Figure 1. Zoomed window.
Region (18, 19) to (43, 44) µm. Cells in gray, sequential cells in the stronger gray; small squares are vias.
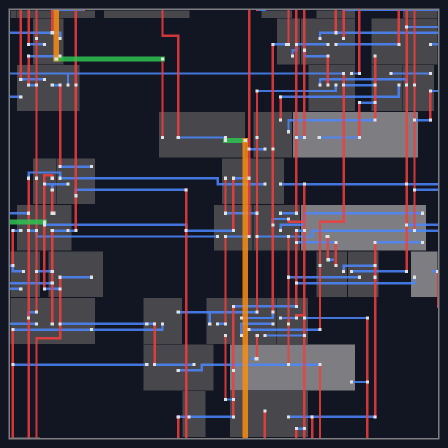
Figure 2. The metal 2 layer.
Scale: 6 px per µm.
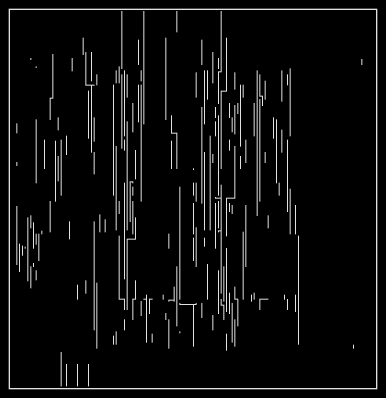
Figure 3. Sequential cells grouped by signal name.
Scale: 6 px per µm. Other sequential cells in the stronger gray, the rest of the logic in the fainter gray.
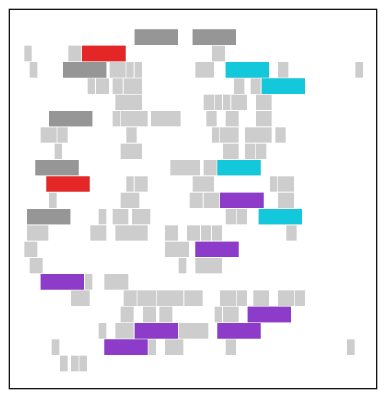
<file path="src/rtl/score_sequencer.sv">
// rtl/score_sequencer.sv - slug game score/life-cycle sequencer; optional hi-score register under SCORE_HI_TRACK_EN
module score_sequencer #(
    parameter int DYING_FRAMES = 120,
    parameter int FLASH_HALF   = 8
) (
    input  logic       clk,
    input  logic       r,
    input  logic       frame,
    input  logic       go,
    input  logic       pass,
    input  logic       hit,
    input  logic [7:0] score,
    output logic       score_inc,
    output logic       score_clr,
    output logic [7:0] hi_score,
    output logic       playing,
    output logic       flash,
    output logic       over,
    output logic [1:0] state
);

    typedef enum logic [1:0] {
        IDLE  = 2'b00,
        PLAY  = 2'b01,
        DYING = 2'b10,
        OVER  = 2'b11
    } state_t;

    localparam int FW  = $clog2(DYING_FRAMES + 1);
    localparam int FHW = $clog2(FLASH_HALF + 1);
    localparam logic [FW-1:0]  FRAME_LAST = FW'(DYING_FRAMES - 1);
    localparam logic [FHW-1:0] FLASH_LAST = FHW'(FLASH_HALF - 1);

    state_t         state_q, state_d;
    logic           go_q, go_d;
    logic [FW-1:0]  frame_cnt_q, frame_cnt_d;
    logic [FHW-1:0] flash_cnt_q, flash_cnt_d;
    logic           flash_q, flash_d;
    logic           score_inc_q, score_inc_d;
    logic           score_clr_q, score_clr_d;
    logic           playing_q, playing_d;
    logic           over_q, over_d;
    logic           go_rise;
    logic           hi_load;

    assign go_rise = go & ~go_q;

    // Next-state and next-output decode for the game life cycle
    always_comb begin
        state_d     = state_q;
        go_d        = go;
        frame_cnt_d = frame_cnt_q;
        flash_cnt_d = flash_cnt_q;
        flash_d     = flash_q;
        score_inc_d = 1'b0;
        score_clr_d = 1'b0;
        hi_load     = 1'b0;
        case (state_q)
            IDLE: begin
                if (go_rise) begin
                    state_d     = PLAY;
                    score_clr_d = 1'b1;
                end
            end
            PLAY: begin
                // Collision outranks a simultaneous obstacle pass
                if (hit) begin
                    state_d     = DYING;
                    frame_cnt_d = '0;
                    flash_cnt_d = '0;
                    flash_d     = 1'b1;
                end else if (pass && (score != 8'hFF)) begin
                    score_inc_d = 1'b1;
                end
            end
            DYING: begin
                if (frame) begin
                    if (frame_cnt_q == FRAME_LAST) begin
                        state_d = OVER;
                        flash_d = 1'b0;
                        hi_load = 1'b1;
                    end else begin
                        frame_cnt_d = frame_cnt_q + FW'(1);
                        if (flash_cnt_q == FLASH_LAST) begin
                            flash_cnt_d = '0;
                            flash_d     = ~flash_q;
                        end else begin
                            flash_cnt_d = flash_cnt_q + FHW'(1);
                        end
                    end
                end
            end
            OVER: begin
                if (go_rise) begin
                    state_d     = PLAY;
                    score_clr_d = 1'b1;
                end
            end
            default: state_d = IDLE;
        endcase
        playing_d = (state_d == PLAY);
        over_d    = (state_d == OVER);
    end

    // Register state, counters and all outputs; reset overrides everything
    always_ff @(posedge clk) begin
        if (r) begin
            state_q     <= IDLE;
            go_q        <= 1'b1;
            frame_cnt_q <= '0;
            flash_cnt_q <= '0;
            flash_q     <= 1'b0;
            score_inc_q <= 1'b0;
            score_clr_q <= 1'b0;
            playing_q   <= 1'b0;
            over_q      <= 1'b0;
        end else begin
            state_q     <= state_d;
            go_q        <= go_d;
            frame_cnt_q <= frame_cnt_d;
            flash_cnt_q <= flash_cnt_d;
            flash_q     <= flash_d;
            score_inc_q <= score_inc_d;
            score_clr_q <= score_clr_d;
            playing_q   <= playing_d;
            over_q      <= over_d;
        end
    end

`ifdef SCORE_HI_TRACK_EN
    logic [7:0] hi_score_q, hi_score_d;

    // Capture the finished game's score when it beats the best so far
    always_comb begin
        hi_score_d = hi_score_q;
        if (hi_load && (score > hi_score_q)) begin
            hi_score_d = score;
        end
    end

    // Best-score register, cleared only by reset
    always_ff @(posedge clk) begin
        if (r) begin
            hi_score_q <= 8'h00;
        end else begin
            hi_score_q <= hi_score_d;
        end
    end

    assign hi_score = hi_score_q;
`else
    logic unused_hi_load;
    assign unused_hi_load = hi_load;
    assign hi_score       = 8'h00;
`endif

    assign score_inc = score_inc_q;
    assign score_clr = score_clr_q;
    assign playing   = playing_q;
    assign flash     = flash_q;
    assign over      = over_q;
    assign state     = state_q;

endmodule

</file>
<file path="config.mk">
export PLATFORM = sky130hd
export DESIGN_NAME = score_sequencer
export DESIGN_NICKNAME = d
export VERILOG_FILES = /design/src/rtl/score_sequencer.sv
export SDC_FILE = /design/constraint.sdc
export NUM_CORES = 1
export LEC_CHECK = 0
export CELL_PAD_IN_SITES_DETAIL_PLACEMENT = 0
export CELL_PAD_IN_SITES_GLOBAL_PLACEMENT = 2
export CORE_AREA = 2 2 59 61
export CTS_BUF_LIST = sky130_fd_sc_hd__clkbuf_8
export DETAILED_ROUTE_END_ITERATION = 12
export DIE_AREA = 0 0 61 63
export DONT_BUFFER_PORTS = 1
export PLACE_DENSITY_LB_ADDON = 0.1
export SYNTH_ARGS = -nofsm -noshare
export SYNTH_HDL_FRONTEND = slang
export SYNTH_SLANG_ARGS = --single-unit
export TNS_END_PERCENT = 10
</file>
<file path="constraint.sdc">
create_clock -name clk -period 4.13 [get_ports clk]
set_input_delay 1.0325 -clock clk [delete_from_list [all_inputs] [get_ports clk]]
set_output_delay 1.0325 -clock clk [all_outputs]
set_load 0.005 [all_outputs]
</file>
==> deck_impl_summary.md <==
Synthesis and Place & Route Summary

Detailed routing
  – WL per Instance: 13.0 µm
  – WL final: 2110 µm
  – Antenna-violating nets left: 0
  – First-pass DRT Iterations: 4
  – Vias per cell: 5.06
  – Met3 routed WL: 140 µm
  – DRT iter0 DRCs: 19
  – DRC violations left: 0
  – Uppermost routed layer: met4
  – Via count: 824
  – Wl on met1: 933 µm
  – WL met2: 1000 µm

Final layout
  – Non-filler instance count after layout: 163
  – Diode count: 0
  – Area grow syn2layout: 4.80%
  – Most frequent cells in the layout: dfxtp_1, a21oi_1, conb_1
  – Layout cells sized above 1: 9.40%
  – Final net count: 136
  – Dominant logic cell type in the layout: dfxtp_1
  – Fill count: 356

Clocking
  – Number of CTS-inserted buffers: 3
  – Post-cts sizing count: 0
  – Clock Sinks: 19
  – Clock tree from TritonCTS: yes
  – Clk ins delay skew pair: 0.26 ns
  – CTS clk-pin slew, worst paths: 0.07 ns
  – CTS H-tree lvls: 1
  – CTS max path bufs: 2
  – CTS Root Cell: clkbuf_8
  – Post-CTS setup buffers: 0
  – # hold bufs at CTS: 0

Synth
  – XORs/XNORs by Area: 2.52%
  – Fa+ha+maj area frac: 4.80%
  – Mux frac, synth: 1.44%
  – Yosys warns: 0
  – Average size of a mapped cell: 8.83 µm²
  – #FFs+latches synth: 19
  – Area contributors post-synth: dfxtp_1, a21oi_1, buf_4
  – Yosys cell count: 118
  – Synth Cell Area: 1040 µm²
  – Sequential fraction of the synthesis area: 36.5%
  – Top_reg_cell synth: dfxtp_1
  – Cells after Synth: 118
  – Chip Area, Yosys: 1040 µm²
  – Basic Gates by Area: 28.1%
  – Flip-flops with a built-in enable: 0
  – Ys async rst share: 0%
  – Dominant comb cell: simple AND/OR/NAND/NOR gates
  – Area leader share: 36.5%
  – Compound Share, Synth: 16.9%
  – Distinct lib cells: 37
  – Yosys top cell by area: dfxtp_1

Worst setup path
  – CP required: 4.32 ns
  – Crit path launch type: register
  – Crit. End Element: register
  – Maximum net fanout on the critical path: 14
  – WS Path Type: register to register
  – Crit path DAT: 2.20 ns

Hold path
  – Hold Crit Class: register to register

Global route
  – Routing usage on met1: 14.6%
  – Busiest grt layer: met2
  – Met3 Resource Use GR: 4.14%
  – Largest net degree at the start of global routing: 16
  – Initial antenna violation count: 0
  – Vias in the first global route: 817
  – Gr usage total: 12.2%
  – First-pass GRT wire length: 3550 µm
  – Routing usage on met2: 19.1%
  – Grt ovf: 0

Final timing
  – Final setup TNS: 0 ns
  – Min Tclk post-route: 2.01 ns
  – Worst hold margin: 0.484 ns
  – Slew margin rel.: 52.4%
  – Least-Margin Pin Slew: 0.710 ns
  – Count of pins over their slew limit: 0
  – Post-route worst setup slack: 2.12 ns
  – Final cycle utilization of the critical path: 48.6%
  – Fmax: 0.498 GHz
  – RSZ-0062 raised after global routing: false
  – # setup viols final: 0
  – Final Skew: 0.00379 ns
  – Fin. Hold Viols: 0

Power
  – Pwr dens: 314 nW/µm²
  – Max VDD drop: 0.000114 V
  – Pleak: 0.380 nW

Die
  – Die Wd: 61 µm
  – Row count: 21
  – Placeable Area: 3230 µm²
  – Die span in y: 63 µm
  – Die area: 3840 µm²
  – Num ports: 29
  – FP Util: 32.2%

Placement
  – Post-detail-place hpwl: 1550 µm
  – Pre-CTS WS: 2.12 ns
  – Placed insts: 159
  – IO buf count: 0
  – Gpl congestion: 0.654

Flow run
  – OpenROAD warning count: 27
  – Max Cap Viol: 0

Status
  – Status: complete, no violations
-- Figure 1 (at the start) --
- red: met2
- green: met3
- blue: met1
- orange: met4
- cells with their middle in the window: 31
- netlist names of flops here include: `frame_cnt_q` (2), `flash_cnt_q` (1)
- sequential cells in the window: 3
- most frequent: o21ai_0 (4), a21oi_1 (3), dfxtp_1 (3)

-- Figure 2 (at the start) --
- longest straight run: 24.1 µm
- share of all routed wire: 47%
- main direction: vertical

-- Figure 3 (at the start) --
- purple: `frame_cnt_q` (placed flops 7)
- cyan: `flash_cnt_q` (placed flops 4)
- red: `state` (placed flops 2)
- not colored: 6
final core occ: 33.8%
Seq area share: 34.8%
Seq. pwr: 0.000190 W

## path summary, 6_finish.rpt
check	slack, ns	endpoint	cells past startpoint	start
max	2.12	flash_cnt_q[0]	6	state[0]
min	0.48	flash_cnt_q[3]	2	flash_cnt_q[3]
max reg2reg	2.12	flash_cnt_q[0]	6	state[0]
min reg2reg	0.48	flash_cnt_q[3]	2	flash_cnt_q[3]
## through the flow
step / total power [W] / util, % / instance area [µm²]
finish: 0.000343 / 33.8 / 1090
global route: 0.000363 / 33.8 / 1090
CTS: 0.000350 / 33.8 / 1090
detailed placement: 0.000218 / 32.4 / 1050
global placement: 0.000217 / 32.4 / 1050
floorplan: 0.000220 / - / 1070
## power by group
part           total [W]  switching [W]  internal, W
Combinational  0.0000231      0.0000142   0.00000890
Clock           0.000130      0.0000641    0.0000663
Sequential      0.000190     0.00000300     0.000187
## registers in the layout, summed over array words and instances (netlist names)
name         cells
frame_cnt_q      7
playing          1
over             1
flash_cnt_q      4
state            2
flash            1
go_q             1
score_inc        1
score_clr        1
## final cells by class
cell class	count	area [µm²]	area share, %
Clock buffer	3	41.3	3.78
Inverter	5	18.8	1.72
Clock inverter	1	3.75	0.344
Tap cell	46	57.6	5.27
Multi-Input combinational cell	89	591	54.1
Sequential cell	19	380	34.8
## synthesized netlist by cell type (2+ instances only)
master	count
dfxtp_1	19
o21ai_0	5
or2_2	2
buf_4	8
ha_1	4
a21oi_1	12
nand2b_1	2
nand3_1	2
nand3b_1	3
nand4_1	7
and2_1	3
buf_2	3
inv_1	5
nand2_1	5
and4_1	2
or4_1	5
nor2_1	6
o31ai_1	4
xor2_1	3
## worst max-delay path, cell delays in order, from the launching register on
cell     delay [ns]
dfxtp_1        0.37
inv_1          0.08
ha_1           0.35
inv_1          0.15
nor3_2         0.63
o21ai_0        0.20
a21oi_1        0.16
No activity file was given, so power comes from the tool's default toggle rates.
